===== src/rtl/spart_tx_arbiter.sv =====
// spart_tx_arbiter: round-robin arbiter sharing the SPART transmitter, one byte per tbr cycle.
module spart_tx_arbiter #(
  parameter int NUM_REQ = 2,
  parameter int DATA_W = 8,
  parameter int ACK_TIMEOUT = 8,
  localparam int GW = NUM_REQ > 1 ? $clog2(NUM_REQ) : 1,
  localparam int CW = ACK_TIMEOUT > 1 ? $clog2(ACK_TIMEOUT) : 1
) (
  input  logic                      clk,
  input  logic                      rst,
  input  logic [NUM_REQ-1:0]        req_valid,
  input  logic [NUM_REQ*DATA_W-1:0] req_data,
  output logic [NUM_REQ-1:0]        req_ready,
  input  logic                      tbr,
  output logic [1:0]                ioaddr,
  output logic                      iorw,
  output logic                      iocs,
  output logic [DATA_W-1:0]         tx_data,
  output logic [GW-1:0]             grant_id,
  output logic                      busy,
  output logic                      ack_err
);
  typedef enum logic [1:0] {IDLE, ISSUE, WAIT_LOW, WAIT_HIGH} state_t;
  state_t state_q, state_d;
  logic [GW-1:0] last_q, last_d, gid_q, gid_d, g, idx;
  logic [DATA_W-1:0] tx_q, tx_d;
  logic [CW-1:0] cnt_q, cnt_d;
  logic err_q, err_d, found, take;
  // descending scan so the smallest offset after last_q is written last and wins
  always_comb begin
    g = '0;
    idx = '0;
    found = 1'b0;
    for (int k = NUM_REQ; k >= 1; k--) begin
      idx = GW'((int'(last_q) + k) % NUM_REQ);
      if (req_valid[idx]) begin
        g = idx;
        found = 1'b1;
      end
    end
  end
  assign take = state_q == IDLE && tbr && found;
  assign req_ready = (take && !rst) ? NUM_REQ'(1) << g : '0;
  assign iocs = state_q == ISSUE;
  assign iorw = !iocs;
  assign ioaddr = iocs ? 2'b00 : 2'b01;
  assign tx_data = tx_q;
  assign grant_id = gid_q;
  assign busy = state_q != IDLE;
  assign ack_err = err_q;
  always_comb begin
    state_d = state_q;
    last_d = last_q;
    gid_d = gid_q;
    tx_d = tx_q;
    cnt_d = cnt_q;
    err_d = err_q;
    case (state_q)
      IDLE: if (take) begin
        state_d = ISSUE;
        tx_d = req_data[g*DATA_W +: DATA_W];
        gid_d = g;
        last_d = g;
      end
      ISSUE: begin
        cnt_d = '0;
        state_d = WAIT_LOW;
      end
      WAIT_LOW: if (!tbr) state_d = WAIT_HIGH;
        else if (cnt_q == CW'(ACK_TIMEOUT - 1)) begin
          err_d = 1'b1;
          state_d = ISSUE;
        end else cnt_d = cnt_q + 1'b1;
      WAIT_HIGH: if (tbr) state_d = IDLE;
      default: state_d = IDLE;
    endcase
  end
  always_ff @(posedge clk or posedge rst) begin
    if (rst) begin
      state_q <= IDLE;
      last_q <= GW'(NUM_REQ - 1);
      gid_q <= '0;
      tx_q <= '0;
      cnt_q <= '0;
      err_q <= 1'b0;
    end else begin
      state_q <= state_d;
      last_q <= last_d;
      gid_q <= gid_d;
      tx_q <= tx_d;
      cnt_q <= cnt_d;
      err_q <= err_d;
    end
  end
endmodule


===== config.mk =====
export PLATFORM = sky130hd
export DESIGN_NAME = spart_tx_arbiter
export DESIGN_NICKNAME = d
export VERILOG_FILES = /design/src/rtl/spart_tx_arbiter.sv
export SDC_FILE = /design/constraint.sdc
export NUM_CORES = 1
export LEC_CHECK = 0
export CAP_MARGIN = 20
export CORE_MARGIN = 3
export CORE_UTILIZATION = 36
export DETAILED_ROUTE_END_ITERATION = 8
export PLACE_DENSITY = 0.79
export SLEW_MARGIN = 15
export SYNTH_ARGS = -nofsm -noshare
export SYNTH_HDL_FRONTEND = slang
export SYNTH_SLANG_ARGS = --single-unit
export TNS_END_PERCENT = 100

===== constraint.sdc =====
create_clock -name clk -period 1.65 [get_ports clk]
set_clock_uncertainty 0.2 [all_clocks]
set_input_delay 0.165 -clock clk [delete_from_list [all_inputs] [get_ports clk]]
set_output_delay 0.165 -clock clk [all_outputs]
set_load 0.02 [all_outputs]

Met1 routing:
Bar = 20 um. Supply wires on this layer in gray.
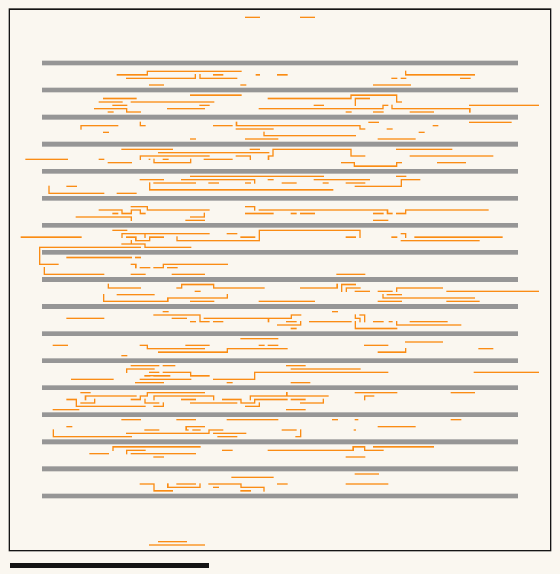
nets with wire on the layer = 133
longest straight run = 18.4 um
wire length on this layer = 921 um
main direction = horizontal

Clock wires, drivers and flops:
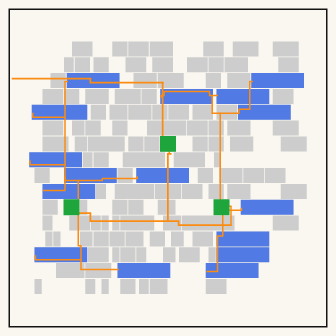
flip-flops -> blue  # count 16
clock wires -> orange  # length 228 um
cells driving clock nets -> green  # count 3
routed clock nets = 4

Routing congestion map:
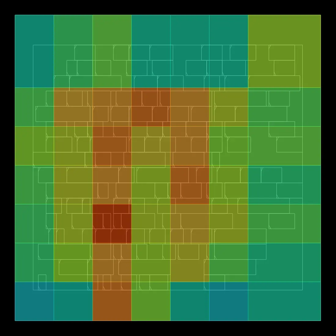
gr busiest metal: met2
met1 Track Usage GR: 19.97%
final core utilization: 69.71%
routing usage on met2: 33.67%
GR Util All Layers: 18.35%

==> flow_summary.json <==
{
  "vias_per_cell": 5.274,
  "layout_setup_ws_ps": -103.2,
  "rsz0062_at_grt": "yes",
  "routed-wl-met3_um": 138,
  "die_y_um": 54.29,
  "synth-main-ff-cell": "dfrtp_1",
  "floorplan.io_pins": 38,
  "cp.depth": 4,
  "rr_worst_depth": 5,
  "crit_required_ps": 1280,
  "synth.area.top_cells": "dfrtp_1 45%, o221a_2 11%, nand3b_1 7.2%",
  "cts_root_buf": "clkbuf_4",
  "worst-path-buf-inv": 2,
  "diodes": 0,
  "critPathLaunchType": "flop",
  "clockBufferDepth": 2,
  "ys.flops": 16,
  "insertion_delay_ps": 290,
  "place_ws_ps": -416.5,
  "wl_per_cell_um": 15.62,
  "first_pass_iters": 4,
  "num_vias": 828,
  "routed_wl_um": 2452,
  "path_clk_slew_ps": 90,
  "crit_family": "flip-flops",
  "crit_slowest_cell": "dfrtp_1",
  "min_period_over_period_pct": 106.3,
  "gp_congestion": 0.8309,
  "hp-class": "in -> async",
  "setup_viol": 2,
  "cts_tree": "built",
  "reg2reg_slack_ps": 0,
  "fin_crit_ps": 1753,
  "warning_count": 28,
  "synthDistinctLibCells": 26,
  "cp_cell_sequence": "nor3b_4, buf_4, and3_4, buf_6",
  "ant_nets": 0,
  "grt_pass1_vias": 840,
  "route.layer.met1.wl_um": 920,
  "ys_async_sr_fraction_pct": 100.0,
  "grtUsageMet3_pct": 5.995,
  "ir_drop_mv": 1.253,
  "power_mw": 2.159,
  "violations": "negative setup slack",
  "final_cells": 157,
  "layout_top_cells": "20 x clkdlybuf4s50_1, 20 x buf_4, 15 x dfrtp_1, 10 x dlymetal6s2s_1",
  "place_area_mm2": 0.001351,
  "place_hpwl_um": 1788,
  "timing.hold.ws_ps": 77.51,
  "floorplan.core_util_pct": 40.32,
  "slew_violations": 0,
  "cts_buffers": 3,
  "netlist_area_um2": 839.6,
  "core_mm2": 0.002082,
  "arrival_ps": 1390,
  "gr-total-overflow": 0,
  "worst_setup_path_end_kind": "output port",
  "final.setup.tns_ps": -123.7,
  "slowest_delay_ps": 420,
  "avgSynthCellArea_um2": 11.19,
  "highest_layer": "met4",
  "p_per_area_mw_per_mm2": 1487,
  "h-tree-depth": 1,
  "outcome": "finished with violations",
  "synth_chip_area_um2": 839.6,
  "antenna_found_initial": 0,
  "yosysWarnings": 0,
  "grt_max_degree": 16,
  "p_leak_nw": 0.6912,
  "final_area_mm2": 0.001451,
  "rows": 16,
  "grt_pass1_wl_um": 3753,
  "yosys_cells": 75,
  "cts_sinks": 16,
  "worstSetupPathType": "reg -> out",
  "crit_path_max_fanout": 3,
  "place_inst": 151,
  "clock.fmax_mhz": 570.4,
  "edf_count": 0,
  "final_layout_size_suffix_gt1_share_pct": 36.15,
  "drv_cap": 0
}
## Yosys cell counts (3+ instances only)
master	instances
o2bb2ai_1	3
a31oi_1	4
nand2_1	3
dfrtp_1	15
nand3b_1	8
buf_4	3
o221a_2	8
inv_1	5
nor2b_1	3
a21oi_1	4
## sequential cells by signal, indices dropped and copies added (netlist names)
| signal | cells |
|---|---|
| cnt_q | 3 |
| tx_data | 8 |
| ack_err | 1 |
| grant_id | 1 |
| state_q | 2 |
| last_q | 1 |
## what timing repair did
item | CTS | global route
hold buffers | 1 | 0
endpoints found under the setup margin | 15 | 25
resized | 31 | 18
hold endpoints to repair | 1 | 0
pin swaps | 1 | 4
setup buffers | 1 | 0
## worst paths after layout
check / from / end
worst min register to register: ack_err / ack_err
worst max register to register: state_q[1] / tx_data[5]
worst min-delay path: rst / cnt_q[1]
min in group clk: ack_err / ack_err
worst max-delay path: state_q[1] / req_ready[1]
max in group asynchronous: rst / tx_data[2]
## worst reg2reg max path, cell delays in order, from the launching register on
cell,delay [ps]
dfrtp_1,420
nor3b_4,240
buf_4,230
o21a_1,190
buf_12,130
o221a_2,180
## final cells by class
cell class                 count  area [um2]
timing repair buffer          56       538.0
clock buffer                   4       26.28
sequential                    16       401.6
fill                         171       630.6
multi-input combinational     49       432.9
tap                           27       33.78
inverter                       5       18.77
## kinds of logic after synthesis
family | synth area share [%]
AOI/OAI and AO/OA | 24.29
and+or+nand+nor | 18.33
DFF | 47.84
buffers and inverters | 6.110
adders and majority gates | 2.980
other | 0.4467
## where the power goes
part | internal (mW) | total (mW) | switching, mW | leakage, nW
Sequential | 0.577 | 0.695 | 0.117 | 0.188
Combinational | 0.648 | 1.24 | 0.594 | 0.488
Clock | 0.0943 | 0.223 | 0.128 | 0.0150
No activity file was given, so power comes from the tool's default toggle rates.
